==> config.mk <==
export PLATFORM = sky130hd
export DESIGN_NAME = shared_reg_arbiter
export DESIGN_NICKNAME = d
export VERILOG_FILES = /design/src/rtl/shared_reg_arbiter.sv
export SDC_FILE = /design/constraint.sdc
export NUM_CORES = 1
export LEC_CHECK = 0
export CAP_MARGIN = 25
export CELL_PAD_IN_SITES_DETAIL_PLACEMENT = 0
export CELL_PAD_IN_SITES_GLOBAL_PLACEMENT = 1
export CORE_MARGIN = 1
export CORE_UTILIZATION = 31
export CTS_BUF_LIST = sky130_fd_sc_hd__clkbuf_16
export DETAILED_ROUTE_END_ITERATION = 8
export PLACE_DENSITY_LB_ADDON = 0.3
export SLEW_MARGIN = 20
export SYNTH_ARGS = -nofsm -noshare
export SYNTH_HDL_FRONTEND = slang
export SYNTH_SLANG_ARGS = --single-unit
export TNS_END_PERCENT = 30
==> constraint.sdc <==
create_clock -name clk -period 2.2 [get_ports clk]
set_input_delay 0.44 -clock clk [delete_from_list [all_inputs] [get_ports clk]]
set_output_delay 0.44 -clock clk [all_outputs]
set_load 0.01 [all_outputs]
==> src/rtl/shared_reg_arbiter.sv <==
// Round-robin arbiter that sequences N_REQ requesters onto one shared WIDTH-bit register.
// Optional burst-lock grants are enabled by defining ARB_LOCK_EN.
module shared_reg_arbiter #(
    parameter int unsigned N_REQ    = 4,
    parameter int unsigned WIDTH    = 8,
    parameter int unsigned LOCK_MAX = 16
) (
    input  logic                   clk,
    input  logic                   rst,
    input  logic [N_REQ-1:0]       req,
    input  logic [N_REQ*WIDTH-1:0] wdata,
`ifdef ARB_LOCK_EN
    input  logic [N_REQ-1:0]       lock,
`endif
    output logic [N_REQ-1:0]       gnt,
    output logic [WIDTH-1:0]       q,
    output logic                   q_valid
);

    localparam int unsigned PTR_W  = (N_REQ > 1) ? $clog2(N_REQ) : 1;
    localparam int unsigned LCNT_W = $clog2(LOCK_MAX + 1);

    if (N_REQ < 2 || LOCK_MAX < 1) begin : g_bad_param
        $error("shared_reg_arbiter: needs N_REQ >= 2 and LOCK_MAX >= 1");
    end

    typedef enum logic {
        IDLE  = 1'b0,
        GRANT = 1'b1
    } state_t;

    state_t             state_q, state_d;
    logic [PTR_W-1:0]   ptr_q, ptr_d;
    logic [PTR_W-1:0]   cur_q, cur_d;
    logic [N_REQ-1:0]   gnt_d;
    logic [WIDTH-1:0]   q_d;
    logic               q_valid_d;
    logic [PTR_W-1:0]   win;
    logic               win_found;
    logic [PTR_W-1:0]   cand;
    logic [WIDTH-1:0]   sel_data;
    logic               hold;
`ifdef ARB_LOCK_EN
    logic [LCNT_W-1:0]  lock_cnt_q, lock_cnt_d;
`endif

    // Round-robin scan starting just after the last serviced requester, explicit wrap.
    always_comb begin
        win       = '0;
        win_found = 1'b0;
        cand      = ptr_q;
        for (int unsigned k = 0; k < N_REQ; k++) begin
            cand = (cand == PTR_W'(N_REQ - 1)) ? '0 : cand + PTR_W'(1);
            if (!win_found && req[cand]) begin
                win       = cand;
                win_found = 1'b1;
            end
        end
    end

    always_comb begin
        sel_data = wdata[int'(cur_q)*WIDTH +: WIDTH];
    end

    // Next-state and registered-output logic.
    always_comb begin
        state_d   = state_q;
        ptr_d     = ptr_q;
        cur_d     = cur_q;
        gnt_d     = gnt;
        q_d       = q;
        q_valid_d = 1'b0;
        hold      = 1'b0;
`ifdef ARB_LOCK_EN
        lock_cnt_d = lock_cnt_q;
`endif
        case (state_q)
            IDLE: begin
                gnt_d = '0;
                if (win_found) begin
                    state_d = GRANT;
                    cur_d   = win;
                    gnt_d   = N_REQ'(1) << win;
`ifdef ARB_LOCK_EN
                    lock_cnt_d = '0;
`endif
                end
            end
            GRANT: begin
                if (req[cur_q]) begin
                    q_d       = sel_data;
                    q_valid_d = 1'b1;
                end
`ifdef ARB_LOCK_EN
                // Burst continues while locked; the final (LOCK_MAX-th) write takes the normal exit.
                if (req[cur_q] && lock[cur_q] && (lock_cnt_q < LCNT_W'(LOCK_MAX - 1))) begin
                    hold       = 1'b1;
                    lock_cnt_d = lock_cnt_q + LCNT_W'(1);
                end
`endif
                if (!hold) begin
                    ptr_d   = cur_q;
                    gnt_d   = '0;
                    state_d = IDLE;
                end
            end
            default: begin
                state_d = IDLE;
                gnt_d   = '0;
            end
        endcase
    end

    always_ff @(posedge clk) begin
        if (!rst) begin
            state_q <= IDLE;
            ptr_q   <= PTR_W'(N_REQ - 1);
            cur_q   <= '0;
            gnt     <= '0;
            q       <= '0;
            q_valid <= 1'b0;
`ifdef ARB_LOCK_EN
            lock_cnt_q <= '0;
`endif
        end else begin
            state_q <= state_d;
            ptr_q   <= ptr_d;
            cur_q   <= cur_d;
            gnt     <= gnt_d;
            q       <= q_d;
            q_valid <= q_valid_d;
`ifdef ARB_LOCK_EN
            lock_cnt_q <= lock_cnt_d;
`endif
        end
    end

endmodule
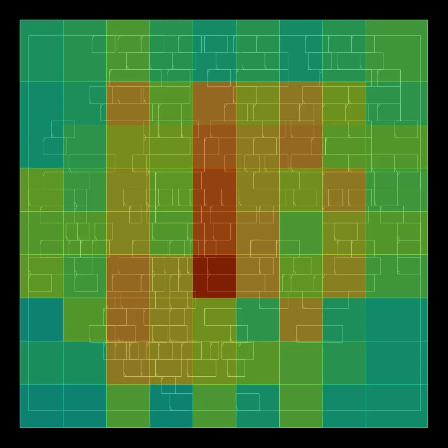
(routing congestion)
met1 capacity usage during global routing: 0.191
met2 track utilization from global routing: 0.268
Global Route Usage Sum: 0.161
routed wire length per instance: 14.4 um

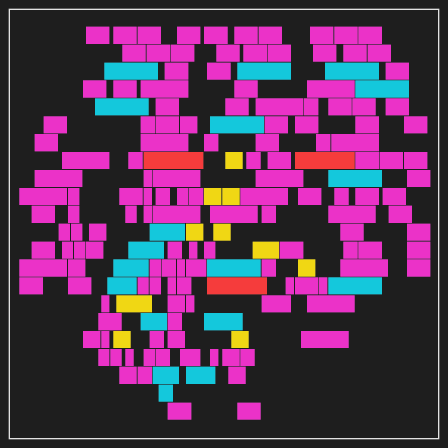
(cells by drive strength)
| colour | size | cells | most used |
|---|---|---|---|
| cyan | x2 | 18 | mux4_2 |
| yellow | x3 and x4 | 10 | buf_4 |
| red | x6 and larger | 3 | clkbuf_16 |
| magenta | x1 and smaller | 141 | clkdlybuf4s50_1 |

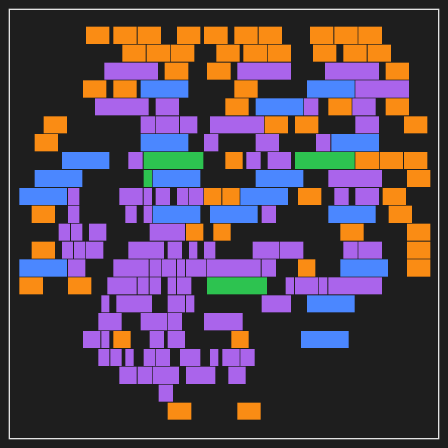
(placement by cell class)
| colour | class | cells |
|---|---|---|
| blue | registers | 18 |
| purple | remaining logic cells | 92 |
| green | clock drivers and dummy loads | 4 |
| orange | remaining buffers and delay cells | 58 |
Placement Rows: 22
area of the placeable core: 3740 um^2

==> notes.md <==
run metrics: async set-or-reset flop fraction in the synthesized netlist=0, result of the run=complete, no violations, wire length on met2=roughly 1600 um, Final period util=0.919, iteration-0 DRC count of the detailed router=29, remaining antenna violation count after routing=0, final routed DRC violation total=0, Port Buf Inserts=50, upper clock frequency limit=495 MHz, total nets after synthesis=approximately 160, Worst VDD drop=slightly below 0.4 mV, Most flops, register=q, die area=4230 um^2, Top cells excl fill/tap=sky130_fd_sc_hd__clkdlybuf4s50_1, sky130_fd_sc_hd__dfxtp_1, sky130_fd_sc_hd__nor2b_1, worst path cell trace=ha_1 -> mux2_2 -> o21bai_1 -> a22oi_2 -> nand3_1 -> nor3_1, final weighted congestion in routability-driven placement=between 0.7 and 0.8, Tightest Pin Transition=~0.4 ns, area of placed instances=1800 um^2, count of antenna diodes in the layout=0, vias after detailed routing=around 1100, Yosys chip area=between 1000 and 1500 um^2, Detail Placement HPWL=2410 um, Design Power=0.00119 W, final count of pins violating max slew=0, arrival time reported for the critical path endpoint=roughly 2.2 ns, post-route insts no fill=about 220, total negative slack=0 ns, slack of the critical path=around 0.18 ns, highest metal layer with signal wires=met4, sum of buffers and inverters on the critical path=0, fraction of final layout cells with drive strength greater than 1=0.180, maximum number of pins on one net before global-route repair=21, Remaining Overflow, GRT=0, wire length of the first global-routing pass=slightly above 5000 um
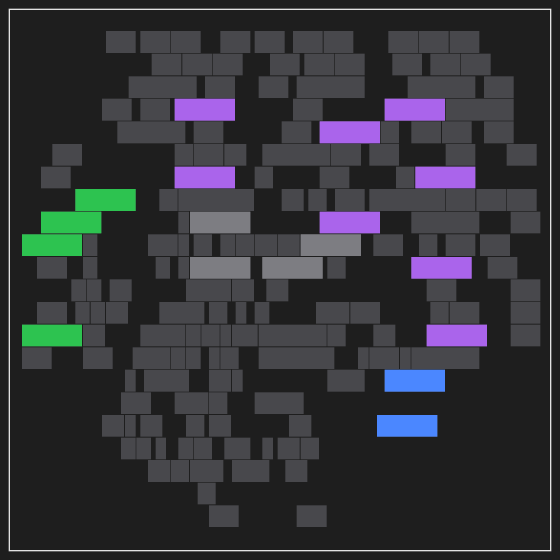
(where the registers sit)
Other sequential cells in the stronger grey, the rest of the logic in the fainter grey.
| colour | signal | sequential cells |
|---|---|---|
| blue | ptr_q | 2 |
| purple | q | 8 |
| green | gnt | 4 |
not coloured: 4

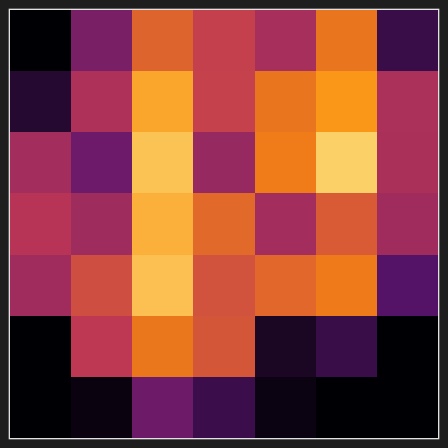
(cell area per tile)
7 x 7 tiles, from black (low) to pale yellow (high), 0 to 100% covered.
emptiest ninth of the die: lower right
densest ninth of the die: centre
mean over tiles: 43%
fullest tile: 90%
tiles over 75% full: 12%
nearly empty tiles: 12%
core utilization before placement: 0.329
final core utilization: 0.501

## power by group
group	internal, W	switching (W)
combinational	0.000256	0.000199
sequential	0.000359	0.0000177
clock	0.000242	0.000121
## path summary, 6_finish.rpt
check | slack (ns) | end | from | cells past startpoint
max | 0.18 | gnt[1] | ptr_q[0] | 6
min reg2reg | 0.50 | ptr_q[1] | ptr_q[1] | 2
min | 0.50 | ptr_q[1] | ptr_q[1] | 2
max reg2reg | 0.18 | gnt[1] | ptr_q[0] | 6
## cells in the mapped netlist, drive strengths merged, types with 2 or more instances
cell | n | share of area
nand2 | 8 | 0.030
mux4 | 9 | 0.16
a22oi | 3 | 0.022
o21ai | 2 | 0.0081
clkbuf | 2 | 0.0061
nand3 | 3 | 0.012
buf | 7 | 0.041
mux2i | 11 | 0.089
o21a | 2 | 0.012
nand2b | 2 | 0.010
a21oi | 6 | 0.024
a21boi | 2 | 0.012
nor2b | 12 | 0.061
nor3 | 4 | 0.016
o21bai | 2 | 0.012
a221oi | 2 | 0.024
a31oi | 2 | 0.015
mux2 | 3 | 0.030
dfxtp | 18 | 0.29
or2 | 2 | 0.010
nor2 | 6 | 0.020
## logic make-up (layout without fill, tap and decap cells)
| group | Yosys count | after routing | synth area share |
|---|---|---|---|
| AOI/OAI and AO/OA | 28 | 28 | 0.183 |
| buffers and inverters | 9 | 62 | 0.0467 |
| xor gates and xnor gates | 1 | 1 | 0.0132 |
| adders and majority gates | 1 | 1 | 0.0102 |
| DFF | 18 | 18 | 0.292 |
| muxes | 23 | 23 | 0.284 |
| and+or+nand+nor | 39 | 39 | 0.171 |
## area by class of cell
type,count,area share
well taps,48,0.0320
clock buffers,3,0.0401
clock inverters,1,0.00200
flip-flops and latches,18,0.192
multi-input cells,92,0.435
repair buffers,58,0.299
No activity file was given, so power comes from the tool's default toggle rates.
